===== src/rtl/microseq_pkg.sv =====
// Shared encodings for the microsequencer next-state logic: next-state modes,
// condition sources and the default state width.
package microseq_pkg;

   localparam int AW_DEFAULT = 7;

   typedef enum logic [2:0] {
      NS_DISPATCH = 3'b000,
      NS_JUMP     = 3'b001,
      NS_INC      = 3'b010,
      NS_RESTART  = 3'b011,
      NS_CJUMP    = 3'b100,
      NS_CABORT   = 3'b101,
      NS_WAIT     = 3'b110,
      NS_CDISP    = 3'b111
   } nsSel_e;

   typedef enum logic [1:0] {
      COND_MOC  = 2'b00,
      COND_PASS = 2'b01,
      COND_ONE  = 2'b10,
      COND_ZERO = 2'b11
   } condSel_e;

endpackage


===== src/rtl/microseq_incrementer.sv =====
// AW-bit state incrementer; the all-ones state wraps to zero with no carry out.
module microseq_incrementer
   import microseq_pkg::*;
#(
   parameter int AW = AW_DEFAULT
) (
   input  logic [AW-1:0] cur,
   output logic [AW-1:0] inc
);

   assign inc = cur + AW'(1);

endmodule


===== src/rtl/microseq_next_state.sv =====
// Next-state sequencer of the microprogrammed control unit: picks the next
// control-store state from dispatch, jump, increment or fetch under a microcoded
// condition. Optional MOC wait timeout is enabled with `define MICROSEQ_MOC_TIMEOUT_EN.
module microseq_next_state
   import microseq_pkg::*;
#(
   parameter int            AW          = AW_DEFAULT,
   parameter logic [AW-1:0] FETCH_STATE = AW'(1),
   parameter logic [AW-1:0] RESET_STATE = AW'(0)
`ifdef MICROSEQ_MOC_TIMEOUT_EN
   ,
   parameter logic [AW-1:0] ABORT_STATE    = AW'(91),
   parameter int            TIMEOUT_CYCLES = 16
`endif
) (
   input  logic          clk,
   input  logic          reset_n,
   input  logic [AW-1:0] enc_in,
   input  logic [AW-1:0] cr_addr,
   input  logic [2:0]    ns_sel,
   input  logic [1:0]    cond_sel,
   input  logic          inv,
   input  logic          moc,
   input  logic          cond_pass,
   output logic [AW-1:0] state,
   output logic          dispatch,
   output logic          timeout_err
);

   logic [AW-1:0] incState;
   logic [AW-1:0] nextState;
   logic [AW-1:0] stateD;
   logic          rawCond;
   logic          cond;
   logic          fromEnc;

   microseq_incrementer #(.AW(AW)) uIncrementer (
      .cur (state),
      .inc (incState)
   );

   always_comb begin
      // NOTE: every output of this block gets a default first, so no path can infer a latch.
      rawCond   = 1'b0;
      nextState = FETCH_STATE;
      fromEnc   = 1'b0;

      case (condSel_e'(cond_sel))
         COND_MOC:  rawCond = moc;
         COND_PASS: rawCond = cond_pass;
         COND_ONE:  rawCond = 1'b1;
         COND_ZERO: rawCond = 1'b0;
         default:   rawCond = 1'b0;
      endcase
      cond = rawCond ^ inv;

      // Unknown ns_sel falls to the default branch and restarts at fetch.
      case (nsSel_e'(ns_sel))
         NS_DISPATCH: begin
            nextState = enc_in;
            fromEnc   = 1'b1;
         end
         NS_JUMP:    nextState = cr_addr;
         NS_INC:     nextState = incState;
         NS_RESTART: nextState = FETCH_STATE;
         NS_CJUMP:   nextState = cond ? cr_addr : incState;
         NS_CABORT:  nextState = cond ? incState : FETCH_STATE;
         NS_WAIT:    nextState = cond ? incState : state;
         NS_CDISP: begin
            nextState = cond ? cr_addr : enc_in;
            fromEnc   = ~cond;
         end
         default:    nextState = FETCH_STATE;
      endcase
   end

`ifdef MICROSEQ_MOC_TIMEOUT_EN
   localparam int CW = (TIMEOUT_CYCLES > 2) ? $clog2(TIMEOUT_CYCLES) : 1;

   logic [CW-1:0] waitCnt;
   logic          waiting;
   logic          timeoutHit;

   assign waiting    = (ns_sel == NS_WAIT) && !cond;
   assign timeoutHit = waiting && (waitCnt == CW'(TIMEOUT_CYCLES - 1));
   assign stateD     = timeoutHit ? ABORT_STATE : nextState;

   always_ff @(posedge clk or negedge reset_n) begin
      if (!reset_n) begin
         waitCnt     <= '0;
         timeout_err <= 1'b0;
      end else begin
         timeout_err <= timeoutHit;
         waitCnt     <= (waiting && !timeoutHit) ? waitCnt + CW'(1) : '0;
      end
   end
`else
   assign stateD      = nextState;
   assign timeout_err = 1'b0;
`endif

   always_ff @(posedge clk or negedge reset_n) begin
      // NOTE: sequential state uses non-blocking assignments so every register samples pre-edge values.
      if (!reset_n) begin
         state    <= RESET_STATE;
         dispatch <= 1'b0;
      end else begin
         state    <= stateD;
         dispatch <= fromEnc;
      end
   end

endmodule

===== config.mk =====
export PLATFORM = sky130hd
export DESIGN_NAME = microseq_next_state
export DESIGN_NICKNAME = d
export VERILOG_FILES = /design/src/rtl/microseq_pkg.sv /design/src/rtl/microseq_incrementer.sv /design/src/rtl/microseq_next_state.sv
export SDC_FILE = /design/constraint.sdc
export NUM_CORES = 1
export LEC_CHECK = 0
export ABC_AREA = 1
export CAP_MARGIN = 20
export CELL_PAD_IN_SITES_DETAIL_PLACEMENT = 1
export CELL_PAD_IN_SITES_GLOBAL_PLACEMENT = 1
export CORE_AREA = 10 10 94 55
export DETAILED_ROUTE_END_ITERATION = 10
export DIE_AREA = 0 0 104 65
export PLACE_DENSITY = 0.84
export SYNTH_ARGS = -nofsm -noshare
export SYNTH_HDL_FRONTEND = slang
export SYNTH_SLANG_ARGS = --single-unit

===== constraint.sdc =====
create_clock -name clk -period 1.88 [get_ports clk]
set_clock_uncertainty 0.2 [all_clocks]
set_input_delay 0.282 -clock clk [delete_from_list [all_inputs] [get_ports clk]]
set_output_delay 0.282 -clock clk [all_outputs]
set_load 0.01 [all_outputs]

Fig. 1: supply network
Bar = 20 um. Pins as bars on the die edge. Tap cells in gray.
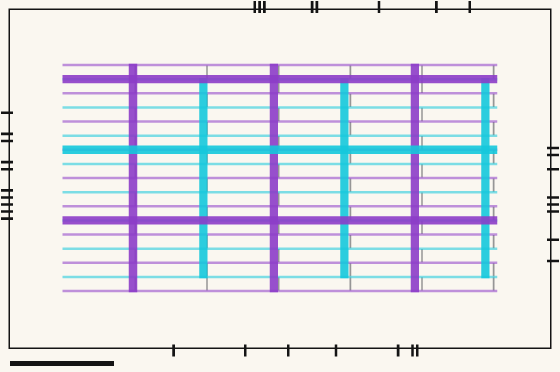
[purple] VSS
[cyan] VDD
rows: 16
tap cells: 54
met5 straps: 3
met4 straps: 6
signal pins: 33

Fig. 2: cell outlines without signal wires
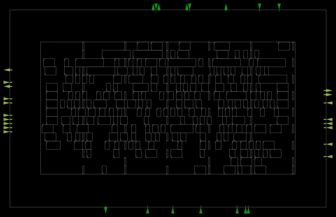
total core area: 3643 um2
fillers: 503

state kept, by name, summed over array words and instances (netlist names):
name      cells
dispatch      1
state         7
worst max path at each step:
| stage | slack (ns) | startpoint | endpoint |
|---|---|---|---|
| after floorplan | 0.28 | state[0]$_DFFE_PN0P_ | state[6]$_DFFE_PN0P_ |
| after global placement | -0.14 | ns_sel[0] | state[4]$_DFFE_PN0P_ |
| after detailed placement | -0.18 | ns_sel[0] | state[5]$_DFFE_PN0P_ |
| after CTS | 0.06 | ns_sel[0] | state[5]$_DFFE_PN0P_ |
| after global routing | 0.0001 | cond_sel[1] | state[6]$_DFFE_PN0P_ |
| final | 0.13 | state[0]$_DFFE_PN0P_ | state[0] |
layer usage:
layer  GRT usage (%)  vias up
li1                -      636
met1           14.70      563
met2           17.37       24
met3           2.959        4
met4           2.414        0
met5               0        -
==> out/summary.txt <==
Outcome - complete, no violations
Top-area cell share - 23.70%
Wire length per cell - 12.93 um
Critical path class - register to primary output
Final Cycle Share - 92.95%
First-pass GRT wire length - 6265 um
Clock sink total - 8
Comb gates - 139
Syn. warnings - 0
Tool warnings - 26
Finished Layout Cells - 272
Initial DRC count - 47
RSZ-0062 raised after global routing - false
Met3 WL post-DR - 139 um
Logic family by area - simple AND/OR/NAND/NOR gates
Top-count cell post-synth - nand2_1
CTS H-tree lvls - 1
Total gr overflow - 0
Insertion Delay late pin - 0.23 ns
CP Launch Type - register
Hold WC Path Type - input pin to asynchronous set/reset pin
Largest class - logic gates
Post-synth top area cell - nand2_1
Drt pass-1 iters - 4
Top pwr grp - combinational cells
Post-synth seq share - 19.75%
CTS tree - done
TritonCTS buffer count - 3
Comb/total area - 46.88%
Final WL - 3518 um
Top achievable clock speed - 572.2 MHz
Max Cap Viol - 0
Setup Buffers After CTS - 0
Drt drc - 0
CP arrival - 1.27 ns
VDD IR max - 0.2411 mV
Vias in the first global route - 1337
# hold bufs at CTS - 0
Hold Violations, Final - 0
Final nets - 245
WP data required - 1.40 ns
Registers, synthesis - 8
Root buffer cell - clkbuf_8
PwrDens - 553.7 nW/um2
Syn Std Cell Area - 1013 um2
Fin area - 1484 um2
Critical Path Stages - 2
Non-CTS buffers - 38
Max Slew Vio Count - 0
Critical Path End Type - primary output
Clock network power share - 25.3%
WHS - 0.1376 ns
Largest net degree at the start of global routing - 10
Post-Route Setup TNS - 0 ns
Setup violators final - 0
Count of library flops with an enable pin - 0
Most frequent logic cell in the layout - nand2_1
Die height - 65 um
CLK BUF - 3
Comb area - 695.7 um2
Top sig layer - met4
Compound Share, Synth - 9.630%
Cells after Synth - 178
Initial antenna violation count - 0
Post-CTS Resized - 0
No activity file was given, so power comes from the tool's default toggle rates.
